`config.mk`:
```
export PLATFORM = sky130hd
export DESIGN_NAME = dr_sink_flat
export DESIGN_NICKNAME = d
export VERILOG_FILES = /design/src/rtl/dr_pkg.sv /design/src/rtl/dr_sink_if.sv /design/src/rtl/dr_sync.sv /design/src/rtl/dr_sink.sv /design/src/flat_wrapper.sv
export SDC_FILE = /design/constraint.sdc
export NUM_CORES = 1
export LEC_CHECK = 0
export CAP_MARGIN = 20
export CORE_UTILIZATION = 56
export CTS_BUF_LIST = sky130_fd_sc_hd__clkbuf_16
export CTS_CLUSTER_DIAMETER = 150
export DETAILED_ROUTE_END_ITERATION = 7
export PLACE_DENSITY = 0.77
export SLEW_MARGIN = 20
export SYNTH_ARGS = -nofsm -noshare
export SYNTH_HDL_FRONTEND = slang
export SYNTH_SLANG_ARGS = --single-unit
```
`constraint.sdc`:
```
create_clock -name clk -period 3.2 [get_ports clk]
set_clock_uncertainty 0.1 [all_clocks]
set_input_delay 0.64 -clock clk [delete_from_list [all_inputs] [get_ports clk]]
set_output_delay 0.64 -clock clk [all_outputs]
set_load 0.01 [all_outputs]
```
`src/rtl/dr_pkg.sv`:
```
// Shared rail codes, rail count and FSM state type for the dual-rail sink.
package dr_pkg;

    localparam int RAIL_NUM = 2;

    localparam logic [RAIL_NUM-1:0] DR_NULL = 2'b00;
    localparam logic [RAIL_NUM-1:0] DR_ZERO = 2'b01;
    localparam logic [RAIL_NUM-1:0] DR_ONE  = 2'b10;
    localparam logic [RAIL_NUM-1:0] DR_ILL  = 2'b11;

    typedef enum logic [1:0] {
        WAIT_DATA = 2'd0,
        HOLD      = 2'd1,
        WAIT_NULL = 2'd2
    } state_t;

endpackage

```
`src/rtl/dr_sink_if.sv`:
```
// Dual-rail input, acknowledge and valid/ready output bundle of dr_sink.
interface dr_sink_if #(
    parameter int WIDTH = 8
);
    import dr_pkg::*;

    logic [WIDTH-1:0][RAIL_NUM-1:0] din;
    logic                           ack;
    logic [WIDTH-1:0]               dout;
    logic                           dout_valid;
    logic                           dout_ready;
    logic                           err;

    modport master (
        output din,
        output dout_ready,
        input  ack,
        input  dout,
        input  dout_valid,
        input  err
    );

    modport slave (
        input  din,
        input  dout_ready,
        output ack,
        output dout,
        output dout_valid,
        output err
    );

endinterface

```
`src/rtl/dr_sync.sv`:
```
// SYNC_STAGES-deep flop chain bringing one asynchronous rail into the clk domain (SYNC_STAGES >= 2).
module dr_sync #(
    parameter int SYNC_STAGES = 2
) (
    input  logic clk,
    input  logic rst_n,
    input  logic d_i,
    output logic q_o
);

    logic [SYNC_STAGES-1:0] sync_q;

    // NOTE: non-blocking assignments so every stage samples its neighbour's pre-edge value.
    always_ff @(posedge clk or negedge rst_n) begin
        if (!rst_n) begin
            sync_q <= '0;
        end else begin
            sync_q <= {sync_q[SYNC_STAGES-2:0], d_i};
        end
    end

    assign q_o = sync_q[SYNC_STAGES-1];

endmodule

```
`src/rtl/dr_sink.sv`:
```
// Dual-rail to single-rail receiver: synchronise, filter completion, decode, acknowledge.
// Define DR_SINK_ERR_EN to enable the sticky illegal-code flag on err.
module dr_sink
    import dr_pkg::*;
#(
    parameter string ENC         = "TP",
    parameter int    WIDTH       = 8,
    parameter int    SYNC_STAGES = 2
) (
    input logic        clk,
    input logic        rst_n,
    dr_sink_if.slave   bus
);

    localparam bit IS_FP = (ENC == "FP");

    // NOTE: reset asserts asynchronously but releases through two flops so no flop sees a late removal.
    logic rst_meta_q;
    logic rst_int_n_q;

    always_ff @(posedge clk or negedge rst_n) begin
        if (!rst_n) begin
            rst_meta_q  <= 1'b0;
            rst_int_n_q <= 1'b0;
        end else begin
            rst_meta_q  <= 1'b1;
            rst_int_n_q <= rst_meta_q;
        end
    end

    logic [WIDTH-1:0][RAIL_NUM-1:0] s;

    for (genvar i = 0; i < WIDTH; i++) begin : g_bit
        for (genvar r = 0; r < RAIL_NUM; r++) begin : g_rail
            dr_sync #(
                .SYNC_STAGES (SYNC_STAGES)
            ) u_sync (
                .clk   (clk),
                .rst_n (rst_int_n_q),
                .d_i   (bus.din[i][r]),
                .q_o   (s[i][r])
            );
        end
    end

    // ref_q stays zero in FP, so the same XOR view serves both encodings.
    logic [WIDTH-1:0][RAIL_NUM-1:0] ref_q;
    logic [WIDTH-1:0][RAIL_NUM-1:0] cap_q;
    logic [WIDTH-1:0][RAIL_NUM-1:0] s_prev_q;
    logic [WIDTH-1:0][RAIL_NUM-1:0] cmp;
    logic [WIDTH-1:0]               bit_done;
    logic [WIDTH-1:0]               bit_ill;
    logic [WIDTH-1:0]               dec;
    logic                           complete;
    logic                           complete_q;
    logic                           stable;
    logic                           all_null;
    logic                           null_q;

    always_comb begin
        cmp      = s ^ ref_q;
        bit_done = '0;
        bit_ill  = '0;
        dec      = '0;
        all_null = 1'b1;
        for (int i = 0; i < WIDTH; i++) begin
            bit_done[i] = (cmp[i] == DR_ZERO) || (cmp[i] == DR_ONE);
            bit_ill[i]  = (cmp[i] == DR_ILL);
            dec[i]      = (cmp[i] == DR_ONE);
            if (s[i] != DR_NULL) begin
                all_null = 1'b0;
            end
        end
        complete = (&bit_done) && !(|bit_ill);
        stable   = complete && complete_q && (s == s_prev_q);
    end

    always_ff @(posedge clk or negedge rst_int_n_q) begin
        if (!rst_int_n_q) begin
            s_prev_q   <= '0;
            complete_q <= 1'b0;
            null_q     <= 1'b0;
        end else begin
            s_prev_q   <= s;
            complete_q <= complete;
            null_q     <= all_null;
        end
    end

`ifdef DR_SINK_ERR_EN
    logic ill_q;
    logic err_q;

    always_ff @(posedge clk or negedge rst_int_n_q) begin
        if (!rst_int_n_q) begin
            ill_q <= 1'b0;
            err_q <= 1'b0;
        end else begin
            ill_q <= |bit_ill;
            err_q <= err_q | ((|bit_ill) && ill_q);
        end
    end

    assign bus.err = err_q;
`else
    assign bus.err = 1'b0;
`endif

    state_t           state_q;
    logic [WIDTH-1:0] dout_q;
    logic             valid_q;
    logic             ack_q;

    always_ff @(posedge clk or negedge rst_int_n_q) begin
        if (!rst_int_n_q) begin
            state_q <= WAIT_DATA;
            dout_q  <= '0;
            valid_q <= 1'b0;
            ack_q   <= 1'b0;
            ref_q   <= '0;
            cap_q   <= '0;
        end else begin
            case (state_q)
                WAIT_DATA: begin
                    if (stable) begin
                        dout_q  <= dec;
                        cap_q   <= s;
                        valid_q <= 1'b1;
                        state_q <= HOLD;
                    end
                end
                HOLD: begin
                    if (bus.dout_ready) begin
                        valid_q <= 1'b0;
                        if (IS_FP) begin
                            ack_q   <= 1'b1;
                            state_q <= WAIT_NULL;
                        end else begin
                            ack_q   <= ~ack_q;
                            ref_q   <= cap_q;
                            state_q <= WAIT_DATA;
                        end
                    end
                end
                WAIT_NULL: begin
                    if (all_null && null_q) begin
                        ack_q   <= 1'b0;
                        state_q <= WAIT_DATA;
                    end
                end
                default: state_q <= WAIT_DATA;
            endcase
        end
    end

    assign bus.ack        = ack_q;
    assign bus.dout       = dout_q;
    assign bus.dout_valid = valid_q;

endmodule
```
`src/flat_wrapper.sv`:
```
// flat-port wrapper written by rule: the top's interface ports become plain ports
module dr_sink_flat import dr_pkg::*;
#(
    parameter string ENC         = "  ",
    parameter int    WIDTH       = 8,
    parameter int    SYNC_STAGES = 2
)
  (clk, rst_n, bus_din, bus_dout_ready, bus_ack, bus_dout, bus_dout_valid, bus_err);
  dr_sink_if #(.WIDTH(WIDTH)) bus_i ();
  input logic clk;
  input logic rst_n;
  input wire logic [$bits(bus_i.din)-1:0] bus_din;
  input wire logic [$bits(bus_i.dout_ready)-1:0] bus_dout_ready;
  output wire logic [$bits(bus_i.ack)-1:0] bus_ack;
  output wire logic [$bits(bus_i.dout)-1:0] bus_dout;
  output wire logic [$bits(bus_i.dout_valid)-1:0] bus_dout_valid;
  output wire logic [$bits(bus_i.err)-1:0] bus_err;
  assign bus_i.din = bus_din;
  assign bus_i.dout_ready = bus_dout_ready;
  assign bus_ack = bus_i.ack;
  assign bus_dout = bus_i.dout;
  assign bus_dout_valid = bus_i.dout_valid;
  assign bus_err = bus_i.err;
  dr_sink #(.ENC(ENC), .WIDTH(WIDTH), .SYNC_STAGES(SYNC_STAGES)) u_core (.clk(clk), .rst_n(rst_n), .bus(bus_i));
endmodule
```
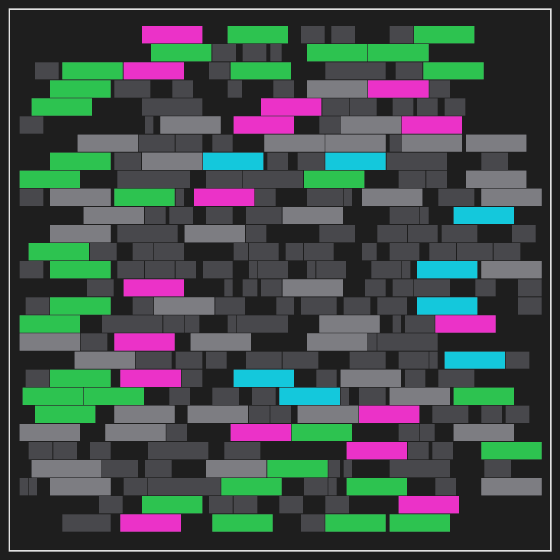
**Above:** register map, names as in the netlist.
color	netlist name	placed flops
magenta	u_core.s_prev_q	16
cyan	u_core.bus.dout	8
green	u_core.g_bit.g_rail.u_sync.sync_q	32

==> results.sh <==
# flow metrics
export IMPL_power_clock_fraction_pct=44.5
export IMPL_cts_repair_resize_count=0
export IMPL_top_area_cells_in_the_synthesized_netlist="sky130_fd_sc_hd__dfrtp_1 (66%), sky130_fd_sc_hd__mux2_4 (8.1%), sky130_fd_sc_hd__mux2_2 (6.7%)"
export IMPL_cp_end_kind="register"
export IMPL_cts_sinks=93
export IMPL_vias_per_cell=4.98
export IMPL_predominant_post_synthesis_flop_cell="sky130_fd_sc_hd__dfrtp_1"
export IMPL_mappedNetlistArea_um2=3520
export IMPL_clockBufferDepth=2
export IMPL_firstDrtPassIters=4
export IMPL_total_switching_power_w=0.000480
export IMPL_post_synth_inst_count=211
export IMPL_met2RoutedLength_mm=2.53
export IMPL_yosysTopAreaCellShare_pct=66.2
export IMPL_data_arrival_critical_path_ps=2610
export IMPL_antenna_cells_inserted=0
export IMPL_power_share_switching_pct=19.9
export IMPL_grt_setup_unrepaired="no"
export IMPL_final_fill_count=401
export IMPL_cts_max_level=3
export IMPL_grtUsageMet2_pct=29.7
export IMPL_die_w_um=81.2
export IMPL_place_area_um2=3870
export IMPL_clock_power_w=0.00108
export IMPL_syn_avg_cell_area_um2=16.7
export IMPL_rows=28
export IMPL_grt_pass1_vias=1768
export IMPL_grt_total_usage_pct=18.9
export IMPL_max_flop_register="u_core.g_bit.g_rail.u_sync.sync_q"
export IMPL_worst_slew_pin_transition_ps=941
export IMPL_largest_area_contributor_in_the_synthesized_netlist="sky130_fd_sc_hd__dfrtp_1"
export IMPL_cts_reportedPaths_clkPinSlew_ps=60
export IMPL_grt_busiest_layer="met2"
export IMPL_holdBufCountCts=0
export IMPL_status="complete, no violations"
export IMPL_total_leakage_power_nw=2.08
export IMPL_grt_first_pass_wirelength_mm=8.73
export IMPL_power_per_cell_area_nw_per_um2=575
export IMPL_sequentialPowerShare_pct=51.5
export IMPL_flip_flop_count_of_the_largest_register_all_copies_and_words_added=32
export IMPL_dp_hpwl_mm=3.29
export IMPL_maximum_number_of_pins_on_one_net_before_global_route_repair=92
export IMPL_final_period_minus_worst_setup_slack_ps=2490
export IMPL_routedLengthMet1_mm=2.34
export IMPL_fin_crit_sh_pct=77.9
export IMPL_grt_antenna_before_repair=0
export IMPL_met3_wirelength_um=125
export IMPL_tritoncts="done"
export IMPL_route_antenna_remaining_nets=0
export IMPL_p_seq_w=0.00124
export IMPL_reg2reg_to="u_core.cap_q[12]$_DFFE_PN0P_"
export IMPL_floorplan_core_util_pct=58.7
export IMPL_grt_use_met1_pct=24.5
export IMPL_final_layout_size_suffix_gt1_share_pct=22.4
export IMPL_worst_endpoint_required_ps=3320
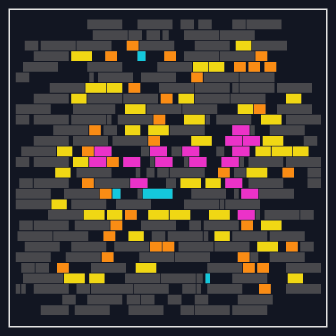
**Above:** gate-type map.
color	family	cells
magenta	adder and majority cells	16
orange	XOR/XNOR gates	33
cyan	NAND gates	4
yellow	multiplexers	40
non-filler instance count after layout: 329
dominant logic cell type in the layout: sky130_fd_sc_hd__dfrtp_1
logic share of the area: 26.7%

-- cell type report --
cell class	count	area (um2)	share of cell area [%]
multi-input cells	105	1120	26.7
clock buffers	9	225	5.36
repair buffers	31	315	7.51
well taps	75	93.8	2.23
inverters	9	33.8	0.804
clock inverters	7	80.1	1.91
flip-flops and latches	93	2330	55.5
-- stage by stage --
stage               setup WS (ps)  cells  util (%)  total power (W)  hold slack [ps]
floorplan                     318    211         -          0.00131              231
global placement              759    312      64.7          0.00136              231
detailed placement            688    312      64.7          0.00136              235
CTS                           671    328      69.8          0.00244              248
global route                  550    329      70.1          0.00251              251
finish                        708    329      70.1          0.00242              224
-- critical path: stages (launching register included) --
cell and delay (ps):
sky130_fd_sc_hd__dfrtp_1 420, sky130_fd_sc_hd__xor2_1 290, sky130_fd_sc_hd__ha_1 290, sky130_fd_sc_hd__nor4_1 320
sky130_fd_sc_hd__and4_1 300, sky130_fd_sc_hd__nand4_4 90, sky130_fd_sc_hd__buf_4 240, sky130_fd_sc_hd__mux2_4 320
-- cell usage in the layout (no fill, tap or decap), drive strengths merged, types with 2 or more instances in the layout --
cell type and n:
and4 2, buf 3, bufinv 2, clkbuf 9, clkdlybuf4s50 28, clkinv 5
conb 2, dfrtp 93, ha 16, inv 9, mux2 40, nand4 3
nor4 4, xnor2 17, xor2 16
-- worst max path at each step --
stage                                      to  slack (ps)  depth (start not counted)
4_1_cts          u_core.cap_q[12]$_DFFE_PN0P_         670                          7
5_1_grt        u_core.bus.dout[6]$_DFFE_PN0P_         550                          7
3_5_place_dp   u_core.bus.dout[3]$_DFFE_PN0P_         690                          7
2_1_floorplan      u_core.bus.ack$_DFFE_PN0P_         320                          0
3_3_place_gp     u_core.cap_q[12]$_DFFE_PN0P_         760                          7
6_report         u_core.cap_q[12]$_DFFE_PN0P_         710                          7
Power is estimated from default activity; no workload was simulated.
